### src/rtl/ebr_fifo_pkg.sv
// Shared constants and grant encoding for the EBR FIFO controller.
// Grant codes double as one-hot {B, A} vectors.
package ebr_fifo_pkg;

  localparam int unsigned EBR_ADDR_W     = 4;
  localparam int unsigned EBR_DATA_W     = 4;
  localparam int unsigned EBR_DEPTH      = 2 ** EBR_ADDR_W;
  localparam int unsigned EBR_AFULL_LVL  = 12;
  localparam int unsigned EBR_AEMPTY_LVL = 4;

  typedef enum logic [1:0] {
    GNT_NONE = 2'b00,
    GNT_A    = 2'b01,
    GNT_B    = 2'b10
  } gnt_e;

endpackage

### src/rtl/ebr_fifo_ctrl_rr_arb2.sv
// Two-way round-robin arbiter. Grants are combinational; the last winner is remembered
// so that simultaneous requests alternate.
module rr_arb2
  import ebr_fifo_pkg::*;
(
  input  logic       clk,
  input  logic       rst_n,
  input  logic [1:0] req,
  input  logic       enable,
  output logic [1:0] gnt
);

  gnt_e last_q;
  gnt_e gnt_sel;

  always_comb begin
    gnt_sel = GNT_NONE;
    if (enable) begin
      unique case (req)
        2'b01:   gnt_sel = GNT_A;
        2'b10:   gnt_sel = GNT_B;
        2'b11:   gnt_sel = (last_q == GNT_A) ? GNT_B : GNT_A;
        default: gnt_sel = GNT_NONE;
      endcase
    end
  end

  assign gnt = gnt_sel;

  // Reset to B so that A wins the first contended cycle.
  always_ff @(posedge clk or negedge rst_n) begin
    if (!rst_n) begin
      last_q <= GNT_B;
    end else if (gnt_sel != GNT_NONE) begin
      last_q <= gnt_sel;
    end
  end

endmodule

### src/rtl/ebr_fifo_ctrl.sv
// Single-clock FIFO sequencer for a 16x4 dual-port EBR: two arbitrated writers, one reader,
// occupancy flags and sticky read-error status.
module ebr_fifo_ctrl
  import ebr_fifo_pkg::*;
#(
  parameter int unsigned ADDR_W     = EBR_ADDR_W,
  parameter int unsigned DATA_W     = EBR_DATA_W,
  parameter int unsigned AFULL_LVL  = EBR_AFULL_LVL,
  parameter int unsigned AEMPTY_LVL = EBR_AEMPTY_LVL
) (
  input  logic              Clock,
  input  logic              Reset_n,
  input  logic              WrReqA,
  input  logic              WrReqB,
  input  logic [DATA_W-1:0] DataA,
  input  logic [DATA_W-1:0] DataB,
  output logic              WrGntA,
  output logic              WrGntB,
  input  logic              RdReq,
  output logic              RdValid,
  output logic [DATA_W-1:0] RdData,
  output logic              Empty,
  output logic              Full,
  output logic              AlmostEmpty,
  output logic              AlmostFull,
  output logic [ADDR_W:0]   Count,
  output logic              RdErr,
  output logic [DATA_W-1:0] MemData,
  output logic [ADDR_W-1:0] MemWrAddress,
  output logic [ADDR_W-1:0] MemRdAddress,
  output logic              MemWrEn,
  output logic              MemRdEn,
  input  logic [DATA_W-1:0] MemQ
);

  localparam logic [ADDR_W:0] DepthCnt  = (ADDR_W + 1)'(2 ** ADDR_W);
  localparam logic [ADDR_W:0] AfullCnt  = (ADDR_W + 1)'(AFULL_LVL);
  localparam logic [ADDR_W:0] AemptyCnt = (ADDR_W + 1)'(AEMPTY_LVL);

  logic [ADDR_W-1:0] wr_ptr_q, wr_ptr_d;
  logic [ADDR_W-1:0] rd_ptr_q, rd_ptr_d;
  logic [ADDR_W:0]   count_q, count_d;
  logic              rd_valid_q;
  logic              rd_err_q, rd_err_d;

  logic       wr_ok;
  logic       wr_acc;
  logic       rd_ok;
  logic [1:0] gnt;

  assign Empty       = (count_q == '0);
  assign Full        = (count_q == DepthCnt);
  assign AlmostFull  = (count_q >= AfullCnt);
  assign AlmostEmpty = (count_q <= AemptyCnt);
  assign Count       = count_q;

  // Reset_n gates the grants so nothing is enabled while reset is held.
  assign wr_ok = ~Full & Reset_n;

  rr_arb2 u_arb (
    .clk    (Clock),
    .rst_n  (Reset_n),
    .req    ({WrReqB, WrReqA}),
    .enable (wr_ok),
    .gnt    (gnt)
  );

  assign WrGntA = gnt[0];
  assign WrGntB = gnt[1];
  assign wr_acc = gnt[0] | gnt[1];
  assign rd_ok  = RdReq & ~Empty;

  assign MemWrEn      = wr_acc;
  assign MemRdEn      = rd_ok;
  assign MemData      = gnt[1] ? DataB : DataA;
  assign MemWrAddress = wr_ptr_q;
  assign MemRdAddress = rd_ptr_q;
  assign RdValid      = rd_valid_q;
  assign RdData       = MemQ;
  assign RdErr        = rd_err_q;

  always_comb begin
    wr_ptr_d = wr_ptr_q;
    rd_ptr_d = rd_ptr_q;
    count_d  = count_q;
    rd_err_d = rd_err_q | (RdReq & Empty);
    if (wr_acc) begin
      wr_ptr_d = wr_ptr_q + 1'b1;
    end
    if (rd_ok) begin
      rd_ptr_d = rd_ptr_q + 1'b1;
    end
    unique case ({wr_acc, rd_ok})
      2'b10:   count_d = count_q + 1'b1;
      2'b01:   count_d = count_q - 1'b1;
      default: count_d = count_q;
    endcase
  end

  always_ff @(posedge Clock or negedge Reset_n) begin
    if (!Reset_n) begin
      wr_ptr_q   <= '0;
      rd_ptr_q   <= '0;
      count_q    <= '0;
      rd_valid_q <= 1'b0;
      rd_err_q   <= 1'b0;
    end else begin
      wr_ptr_q   <= wr_ptr_d;
      rd_ptr_q   <= rd_ptr_d;
      count_q    <= count_d;
      rd_valid_q <= rd_ok;
      rd_err_q   <= rd_err_d;
    end
  end

endmodule

### config.mk
export PLATFORM = sky130hd
export DESIGN_NAME = ebr_fifo_ctrl
export DESIGN_NICKNAME = d
export VERILOG_FILES = /design/src/rtl/ebr_fifo_pkg.sv /design/src/rtl/ebr_fifo_ctrl_rr_arb2.sv /design/src/rtl/ebr_fifo_ctrl.sv
export SDC_FILE = /design/constraint.sdc
export NUM_CORES = 1
export LEC_CHECK = 0
export ABC_AREA = 1
export CORE_MARGIN = 2
export CORE_UTILIZATION = 25
export CTS_CLUSTER_DIAMETER = 40
export DETAILED_ROUTE_END_ITERATION = 16
export PLACE_DENSITY = 0.54
export SYNTH_ARGS = -nofsm -noshare
export SYNTH_HDL_FRONTEND = slang
export SYNTH_SLANG_ARGS = --single-unit
### constraint.sdc
create_clock -name Clock -period 2 [get_ports Clock]
set_input_delay 0.5 -clock Clock [delete_from_list [all_inputs] [get_ports Clock]]
set_output_delay 0.5 -clock Clock [all_outputs]
set_load 0.005 [all_outputs]
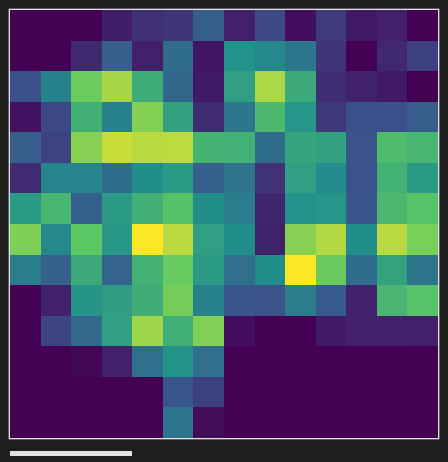
Fig. 1. Routed metal per tile.
Scale bar: 20 um. 14 x 14 tiles, from dark purple (low) to yellow (high), scaled to the fullest tile. Values are wire area over tile area, all layers added.
24% of the tiles are nearly empty. The densest ninth of the die: middle right. 32% of the tiles are over half the peak. The emptiest ninth of the die: lower right. The mean over all tiles is 0.093. The fullest tile reaches 0.28.

==> deck_impl_summary.md <==
Implementation Results

Outcome
  • Status: finished clean

Cells and area
  • Final core occ: 0.452
  • FILL cells: around 440
  • Max reg flops: 5
  • Filler-free cell count of the finished design: between 200 and 300

Global route
  • Vias in the first global route: around 1,000
  • Tot GR Track Use: 0.123
  • Antenna violations before repair: 0
  • First-pass GRT wire length: 4900 um

Worst setup path
  • Crit path DRT: between 2 and 2.5 ns
  • CP max FO: 4
  • WP data arrival: 2.11 ns
  • Worst path top cell family by delay: simple AND/OR/NAND/NOR gates
  • Worst R2R Start: Count[2]$_DFFE_PN0P_
  • Critical-path cell list: nor2_4 -> buf_6 -> nand3_4 -> nand2_2 -> inv_2 -> ha_4 -> buf_4 -> ha_4 -> nand2_2 -> nand2_2 -> nand2_1 -> nand2_1 -> nand2_1 -> nand2_1 -> nand2_1
  • Worst setup endpoint: Count[4]$_DFFE_PN0P_
  • Worst R2R Path Depth: 15
  • Most common cell on crit path: nand2_1

Final timing
  • Minimum clock period: ~2.0 ns
  • Final slew viol count: 0
  • Final hold violation count: 0
  • Final setup viols: 0
  • Peak Freq: between 0.5 and 0.6 GHz
  • WHS: 0.430 ns

Yosys
  • Most common cell in the netlist: nand2_1
  • Syn Nets: 163
  • Mapped Cells: 139
  • Post-Synth XOR/XNOR Area: 0.0562
  • Yosys adder share: 0.0872
  • AND/OR/NAND/NOR Cells, Area Fraction: 0.314
  • Warnings, synthesis: 0
  • Synth Flop Type: dfrtp_1
  • Largest type area fraction: 0.367
  • Register share after synthesis: 0.391

Clocking
  • H-tree depth: 1
  • Clock tree buffer depth: 2
  • TritonCTS clock tree: yes

Worst hold path
  • Min-Delay Path Class: primary input to async pin

Route
  • Number of routed nets with antenna violations: 0
  • Drt total wl: 2880 um
  • DR DRC count: 0

Floorplanning
  • DIE AREA: approximately 4900 um^2

Power
  • Comb power frac: 0.641
  • Clk pwr share: 0.099
  • Reported sequential group power: roughly 0.00067 W

Placement
  • Post-place instance area: ~1700 um^2
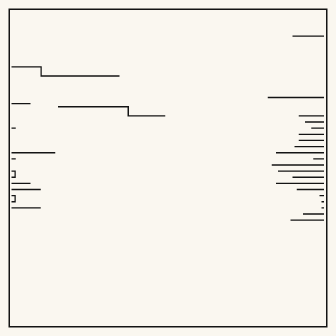
Fig. 2. M3 wires.
The layer holds 7.1% of the routed length. The wires run mostly horizontal.

routing by layer:
metal / share of wire / global-route usage / vias to the layer above
li1: - / - / 572
met3: 0.071 / 0.0390 / 0
met4: 0 / 0.0214 / 0
met2: 0.48 / 0.202 / 31
met5: 0 / 0 / -
met1: 0.45 / 0.160 / 508
cell families after synthesis:
logic type	Yosys count
flip-flops	17
AND/OR/NAND/NOR	74
XOR/XNOR	7
AND-OR/OR-AND	9
buffers and inverters	25
adder cells (fa/ha/maj)	7
final cells by class:
type                       count  area [um^2]  area share
multi-input combinational     97          674       0.350
clock buffer                   4         45.0      0.0234
sequential                    17          428       0.222
timing repair buffer          73          633       0.329
inverter                      21         81.3      0.0422
tap                           52         65.1      0.0338
Power is estimated from default activity; no workload was simulated.
